Figure 1. Metal layers overlaid.
Drawn at 1 px/micron. Only two layers are drawn.
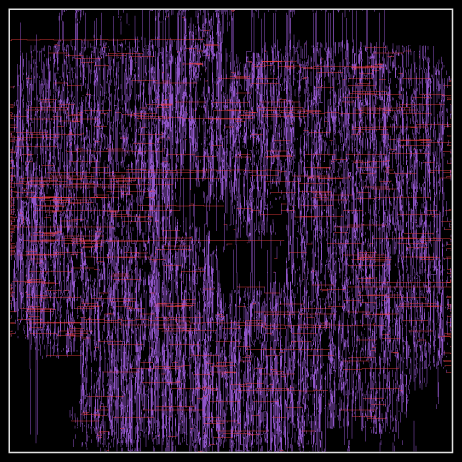
Figure 2. Placement view.
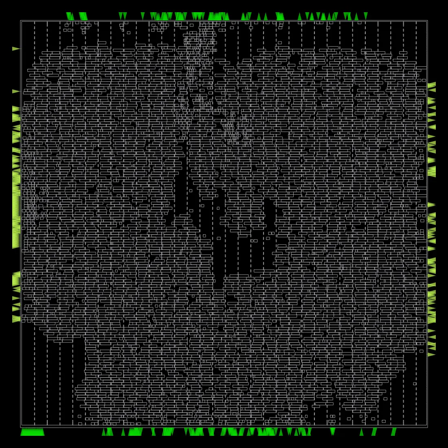
Figure 3. Wire density map.
Drawn at 0.5 px/micron. 22 x 22 tiles, from dark purple (low) to yellow (high), scaled to the fullest tile. Values are wire area over tile area, all layers added.
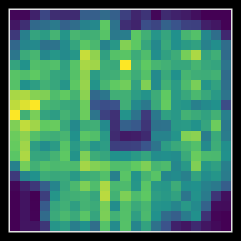
Figure 4. Zoomed window.
Region (206, 206) to (236, 236) microns. Cells in gray, sequential cells in the stronger gray; small squares are vias.
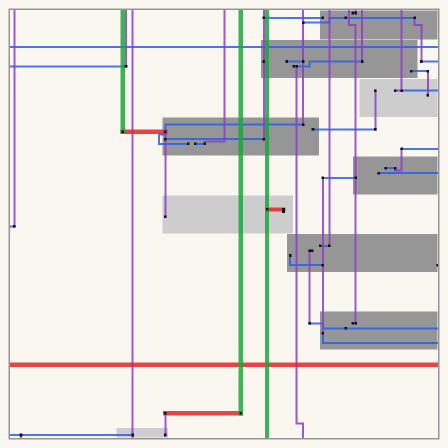
--- src/rtl/cpu_trace_pkg.sv ---
// rtl/cpu_trace_pkg.sv - shared types for the CPU instruction-trace recorder
package cpu_trace_pkg;

  typedef enum logic [2:0] {
    IDLE   = 3'd0,
    ARMED  = 3'd1,
    POST   = 3'd2,
    FROZEN = 3'd3,
    DRAIN  = 3'd4
  } trace_state_e;

  typedef struct packed {
    logic [63:0] pc;
    logic [6:0]  opc;
    logic [63:0] ula;
    logic [15:0] stamp;
  } trace_entry_t;

  localparam int ENTRY_W = 151;
  localparam logic [15:0] CYC_MAX = 16'hFFFF;

endpackage

--- src/rtl/trace_ram.sv ---
// rtl/trace_ram.sv - trace entry storage, synchronous write, asynchronous read
module trace_ram
  import cpu_trace_pkg::*;
#(
  parameter int DEPTH = 16,
  parameter int AW    = $clog2(DEPTH)
) (
  input  logic               clock,
  input  logic               we,
  input  logic [AW-1:0]      waddr,
  input  logic [ENTRY_W-1:0] wdata,
  input  logic [AW-1:0]      raddr,
  output logic [ENTRY_W-1:0] rdata
);

  logic [ENTRY_W-1:0] mem [DEPTH];

  always_ff @(posedge clock) begin
    if (we) mem[waddr] <= wdata;
  end

  assign rdata = mem[raddr];

endmodule

--- src/rtl/cpu_trace_buffer.sv ---
// rtl/cpu_trace_buffer.sv - circular instruction-trace recorder with trigger/limit freeze and drain port
module cpu_trace_buffer
  import cpu_trace_pkg::*;
#(
  parameter int          DEPTH         = 16,
  parameter logic [2:0]  CAPTURE_STATE = 3'd0,
  parameter int          POST_COUNT    = 8,
  parameter int          CYCLE_LIMIT   = 30
) (
  input  logic                   clock,
  input  logic                   reset,
  input  logic                   arm,
  input  logic                   trig_en,
  input  logic [63:0]            trig_pc,
  input  logic [63:0]            pc,
  input  logic [31:0]            opcode,
  input  logic [2:0]             stt,
  input  logic [63:0]            ula_out,
  output logic                   rd_valid,
  input  logic                   rd_ready,
  output logic [63:0]            rd_pc,
  output logic [6:0]             rd_opcode,
  output logic [63:0]            rd_ula,
  output logic [15:0]            rd_stamp,
  output logic [2:0]             trace_state,
  output logic                   frozen,
  output logic                   timeout,
  output logic [$clog2(DEPTH):0] entry_count
);

  localparam int AW = $clog2(DEPTH);
  localparam int CW = AW + 1;
  localparam logic [CW-1:0] FULL      = CW'(DEPTH);
  localparam logic [CW-1:0] ONE_C     = CW'(1);
  localparam logic [AW-1:0] POST_INIT = AW'(POST_COUNT);
  localparam logic [AW-1:0] POST_ONE  = AW'(1);
  localparam logic [15:0]   LIMIT_M1  = 16'(CYCLE_LIMIT - 1);

  trace_state_e  state_q, state_d;
  logic [AW-1:0] wr_ptr_q, rd_ptr_q, post_q;
  logic [CW-1:0] cnt_q, rem_q;
  logic [15:0]   cyc_q;
  logic [2:0]    stt_q;
  logic          wrapped_q, timeout_q, first_q;
  logic          recording, start, capture, hit, limit, xfer;
  trace_entry_t  wr_entry, rd_entry;
  logic          opcode_unused;

  assign opcode_unused = ^opcode[31:7];

  assign recording = (state_q == ARMED) || (state_q == POST);
  // arm is only honoured before the trace is frozen; a restart suppresses capture that cycle
  assign start   = arm && ((state_q == IDLE) || (state_q == ARMED));
  assign capture = recording && !start && (stt == CAPTURE_STATE) &&
                   ((stt_q != CAPTURE_STATE) || first_q);
  assign hit     = trig_en && (pc == trig_pc);
  assign limit   = recording && !start && (cyc_q == LIMIT_M1);
  assign rd_valid = (state_q == DRAIN) && (rem_q != '0);
  assign xfer    = rd_valid && rd_ready;

  always_ff @(posedge clock) begin
    if (!reset) state_q <= IDLE;
    else        state_q <= state_d;
  end

  always_comb begin
    state_d = state_q;
    case (state_q)
      IDLE:   if (start) state_d = ARMED;
      ARMED: begin
        if (start)              state_d = ARMED;
        else if (limit)         state_d = FROZEN;
        else if (capture && hit) state_d = (POST_COUNT == 0) ? FROZEN : POST;
      end
      POST:   if (limit || (capture && post_q == POST_ONE)) state_d = FROZEN;
      FROZEN: state_d = (cnt_q == '0) ? IDLE : DRAIN;
      DRAIN:  if (xfer && rem_q == ONE_C) state_d = IDLE;
      default: state_d = IDLE;
    endcase
  end

  always_ff @(posedge clock) begin
    if (!reset) begin
      wr_ptr_q  <= '0;
      rd_ptr_q  <= '0;
      post_q    <= '0;
      cnt_q     <= '0;
      rem_q     <= '0;
      cyc_q     <= '0;
      stt_q     <= '0;
      wrapped_q <= 1'b0;
      timeout_q <= 1'b0;
      first_q   <= 1'b0;
    end else begin
      stt_q <= stt;
      if (start) begin
        wr_ptr_q  <= '0;
        cnt_q     <= '0;
        wrapped_q <= 1'b0;
        timeout_q <= 1'b0;
        cyc_q     <= '0;
        first_q   <= 1'b1;
      end else begin
        if (state_q == ARMED) first_q <= 1'b0;
        if (recording && cyc_q != CYC_MAX) cyc_q <= cyc_q + 16'd1;
        if (capture) begin
          wr_ptr_q <= wr_ptr_q + 1'b1;
          if (cnt_q == FULL) wrapped_q <= 1'b1;
          else               cnt_q     <= cnt_q + 1'b1;
        end
        if (limit) timeout_q <= 1'b1;
        if (state_q == ARMED && capture && hit) post_q <= POST_INIT;
        else if (state_q == POST && capture)    post_q <= post_q - 1'b1;
        // after a wrap the oldest surviving entry sits at the write pointer
        if (state_q == FROZEN) begin
          rd_ptr_q <= wrapped_q ? wr_ptr_q : '0;
          rem_q    <= cnt_q;
        end
        if (xfer) begin
          rd_ptr_q <= rd_ptr_q + 1'b1;
          rem_q    <= rem_q - 1'b1;
        end
      end
    end
  end

  assign wr_entry.pc    = pc;
  assign wr_entry.opc   = opcode[6:0];
  assign wr_entry.ula   = ula_out;
  assign wr_entry.stamp = cyc_q;

  trace_ram #(.DEPTH(DEPTH), .AW(AW)) u_ram (
    .clock (clock),
    .we    (capture),
    .waddr (wr_ptr_q),
    .wdata (wr_entry),
    .raddr (rd_ptr_q),
    .rdata (rd_entry)
  );

  // RAM is never reset, so the read fields are masked outside a valid beat
  assign rd_pc       = rd_valid ? rd_entry.pc    : '0;
  assign rd_opcode   = rd_valid ? rd_entry.opc   : '0;
  assign rd_ula      = rd_valid ? rd_entry.ula   : '0;
  assign rd_stamp    = rd_valid ? rd_entry.stamp : '0;
  assign trace_state = state_q;
  assign frozen      = (state_q == FROZEN) || (state_q == DRAIN);
  assign timeout     = timeout_q;
  assign entry_count = cnt_q;

endmodule

--- config.mk ---
export PLATFORM = sky130hd
export DESIGN_NAME = cpu_trace_buffer
export DESIGN_NICKNAME = d
export VERILOG_FILES = /design/src/rtl/cpu_trace_pkg.sv /design/src/rtl/trace_ram.sv /design/src/rtl/cpu_trace_buffer.sv
export SDC_FILE = /design/constraint.sdc
export NUM_CORES = 2
export LEC_CHECK = 0
export CAP_MARGIN = 20
export CORE_UTILIZATION = 49
export CTS_BUF_LIST = sky130_fd_sc_hd__clkbuf_16
export CTS_CLUSTER_SIZE = 14
export DETAILED_ROUTE_END_ITERATION = 16
export MAX_ROUTING_LAYER = met4
export PLACE_DENSITY = 0.64
export SYNTH_ARGS = -nofsm -noshare
export SYNTH_HDL_FRONTEND = slang
export SYNTH_SLANG_ARGS = --single-unit
--- constraint.sdc ---
create_clock -name clock -period 29.3 [get_ports clock]
set_clock_uncertainty 0.2 [all_clocks]
set_input_delay 4.395 -clock clock [delete_from_list [all_inputs] [get_ports clock]]
set_output_delay 4.395 -clock clock [all_outputs]
set_load 0.05 [all_outputs]
==> flow_summary_export.csv <==
group,metric,value,unit
cells_and_area,largest_cell_class,"flip-flops and latches",
power,seqPwrFrac,0.557,
clock_tree,htreeDepth,4,
power,ir_drop,0.0501,mV
drt,route.detailed.wl_per_inst,31.9,microns
yosys,ys_area,94800,sq um
floorplanning,die_x,442,microns
cells_and_area,ff_latch_area,73600,sq um
yosys,synth.most_common_cell,"edfxtp_1",
yosys,aoi_share,0.00405,
floorplanning,die.size.y,442,microns
final_timing,fin_setup_tns,0,ns
cells_and_area,final_nets,4663,
place,place_ws,18.94,ns
worst_setup_path,cp_max_fo,70,
worst_setup_path,crit_path_start_kind,"register",
place,place.gp.congestion,0.784,
clock_tree,cts_resized,0,
power,p_sw_frac,0.195,
power,maxPowerGroup,"registers",
floorplanning,rows,161,
global_route,overflow,0,
clock_tree,numCtsBuffers,237,
place,place_hpwl,114000,microns
global_route,grtUsageMet1,0.331,
worst_setup_path,cp-endpoint,"rd_pc[6]",
yosys,ys_ff,2467,
power,p_per_area,63.7,nW/um^2
cells_and_area,syn_to_final_growth,15.2,%
power,total_power,6.95,mW
final_timing,max_slew.worst_pin.slew,1.17,ns
final_timing,hold_viol_final,0,
power,comb_power_share,0.015,
drt,drt_iter0_markers,4298,
drt,postRouteWirelength,228000,microns
cells_and_area,top_register,"u_ram.mem",
power,pg_seq,3.87,mW
clock_tree,cts_buffer_depth,3,
yosys,synthSimpleGateAreaFrac,0.0199,
global_route,grt_usage,0.242,
hold_path,hold_end,"timeout$_SDFFE_PP0P_",
worst_setup_path,cp.arrival,6.60,ns
yosys,synthAdderAreaFrac,0.00185,
drt,wl_met2,115000,microns
cells_and_area,fin_area,109000,sq um
worst_setup_path,cp.required,24.70,ns
global_route,grt_max_degree,138,
drt,first_pass_iters,5,
yosys,yosys-top-cells-count,"2416 x edfxtp_1, 755 x mux4_2, 155 x and3_1, 117 x clkbuf_1, 54 x nor2_1",
drt,num_vias,43851,
hold_path,hold_start,"timeout$_SDFFE_PP0P_",
cells_and_area,num-multi-input-gates,1232,
final_timing,max_slew_margin,0.222,
final_timing,setup_viol,0,
yosys,synth-edff-count,2416,
hold_path,min_delay_path_depth,2,
power,p_int,5.59,mW
flow_run,warnings,76,
power,p_leak,33.4,nW
final_timing,drv_slew,0,
worst_setup_path,regToRegSetupSlack,23.97,ns
yosys,ys_cells,3941,
cells_and_area,fin_cells,7153,
yosys,netlist_area,94800,sq um
final_timing,post-route-period-util,0.382,
clock_tree,clk_latency,0.86,ns
worst_setup_path,ff2ff_path_depth,7,
worst_setup_path,r2r_start,"trace_state[1]$_SDFFE_PN0P_",
yosys,synthArstFlopShare,0,
global_route,met2_usage,0.383,
floorplanning,die-area,195000,sq um
global_route,met3_usage,0.0364,
yosys,synthXorXnorAreaFrac,0.00693,
cells_and_area,clock_cell_area_share,0.0696,
worst_setup_path,crit_type,"register to output port",
power,powerComb,0.107,mW
global_route,first_global_vias,45032,
global_route,busiest_layer,"met2",
clock_tree,cts.sinks,2467,
run_status,status,"finished, final reports clean",
cells_and_area,inv_count,27,
cells_and_area,largest_reg_flops,2416,
final_timing,max_freq,89.3,MHz
hold_path,hp-class,"register to register",
global_route,antenna_found_initial,17,
place,port_buffers,368,
cells_and_area,comb-cell-share,0.185,
power,power_switching,1.36,mW
place,place_area,102000,sq um
yosys,synth_cell_type_count,59,
worst_setup_path,crit_path_end_kind,"output port",
drt,vias_per_cell,6.13,
final_timing,min_period,11.19,ns
power,pwr-share-clk,0.428,
yosys,syn_area_per_cell,24.1,sq um
final_timing,fin_ws,18.11,ns
floorplanning,coreArea,192000,sq um
yosys,logic_family,"multiplexers",
clock_tree,ctsHoldBuffers,0,
yosys,ys_warn_count,0,
clock_tree,cts_tree,"built",
yosys,syn-instance-count,3941,
floorplanning,ios,394,
worst_setup_path,r2r_end,"u_ram.mem[4][111]$_DFFE_PP_",
drt,drc_errors,0,
yosys,yosysTopAreaCellShare,0.765,
cells_and_area,seqAreaFraction,0.674,
floorplanning,fp_util,0.493,
cells_and_area,largestRegisters,"u_ram.mem (2416), cyc_q (16)",
final_timing,rsz0062_at_grt,"no",
power,clock_power,2.97,mW
drt,met3_wirelength,13700,microns
clock_tree,path_clk_slew,0.06,ns
Back to the opening pictures, Figure 1:
[red] metal 3 | wire length: 13700 microns
[purple] metal 2 | wire length: 115 mm

Back to the opening pictures, Figure 2:
# fillers: 13828
flop count: 2467
num tapcells: 2526

Back to the opening pictures, Figure 3:
mean over tiles: 0.19
nearly empty tiles: 3.7%
fullest tile: 0.36
tiles over half the peak: 61%

Back to the opening pictures, Figure 4:
[red] metal 3
[blue] metal 1
[purple] metal 2
[green] metal 4
most frequent: edfxtp_1 (6), mux4_2 (1), clkbuf_16 (1)
sequential cells in the window: 6
cells with their middle in the window: 8
netlist names of flops here include: u_ram.mem (6)

[worst max-delay path, stage by stage (launching register included)]
cell and delay (ns):
dfxtp_4 0.85, buf_4 0.80, buf_4 0.91, buf_4 0.95, mux4_2 0.42, mux4_2 0.48
and3_1 0.19, clkdlybuf4s50_1 0.80
[metrics by stage]
| step | utilization | hold WS, ns |
|---|---|---|
| 2_1_floorplan | - | 0.243 |
| 3_3_place_gp | 0.528 | 0.268 |
| 3_5_place_dp | 0.528 | 0.263 |
| 4_1_cts | 0.567 | 0.278 |
| 5_1_grt | 0.568 | 0.326 |
| 6_report | 0.568 | 0.276 |
Power figures rest on the tool's default switching activity, not on a simulated workload.
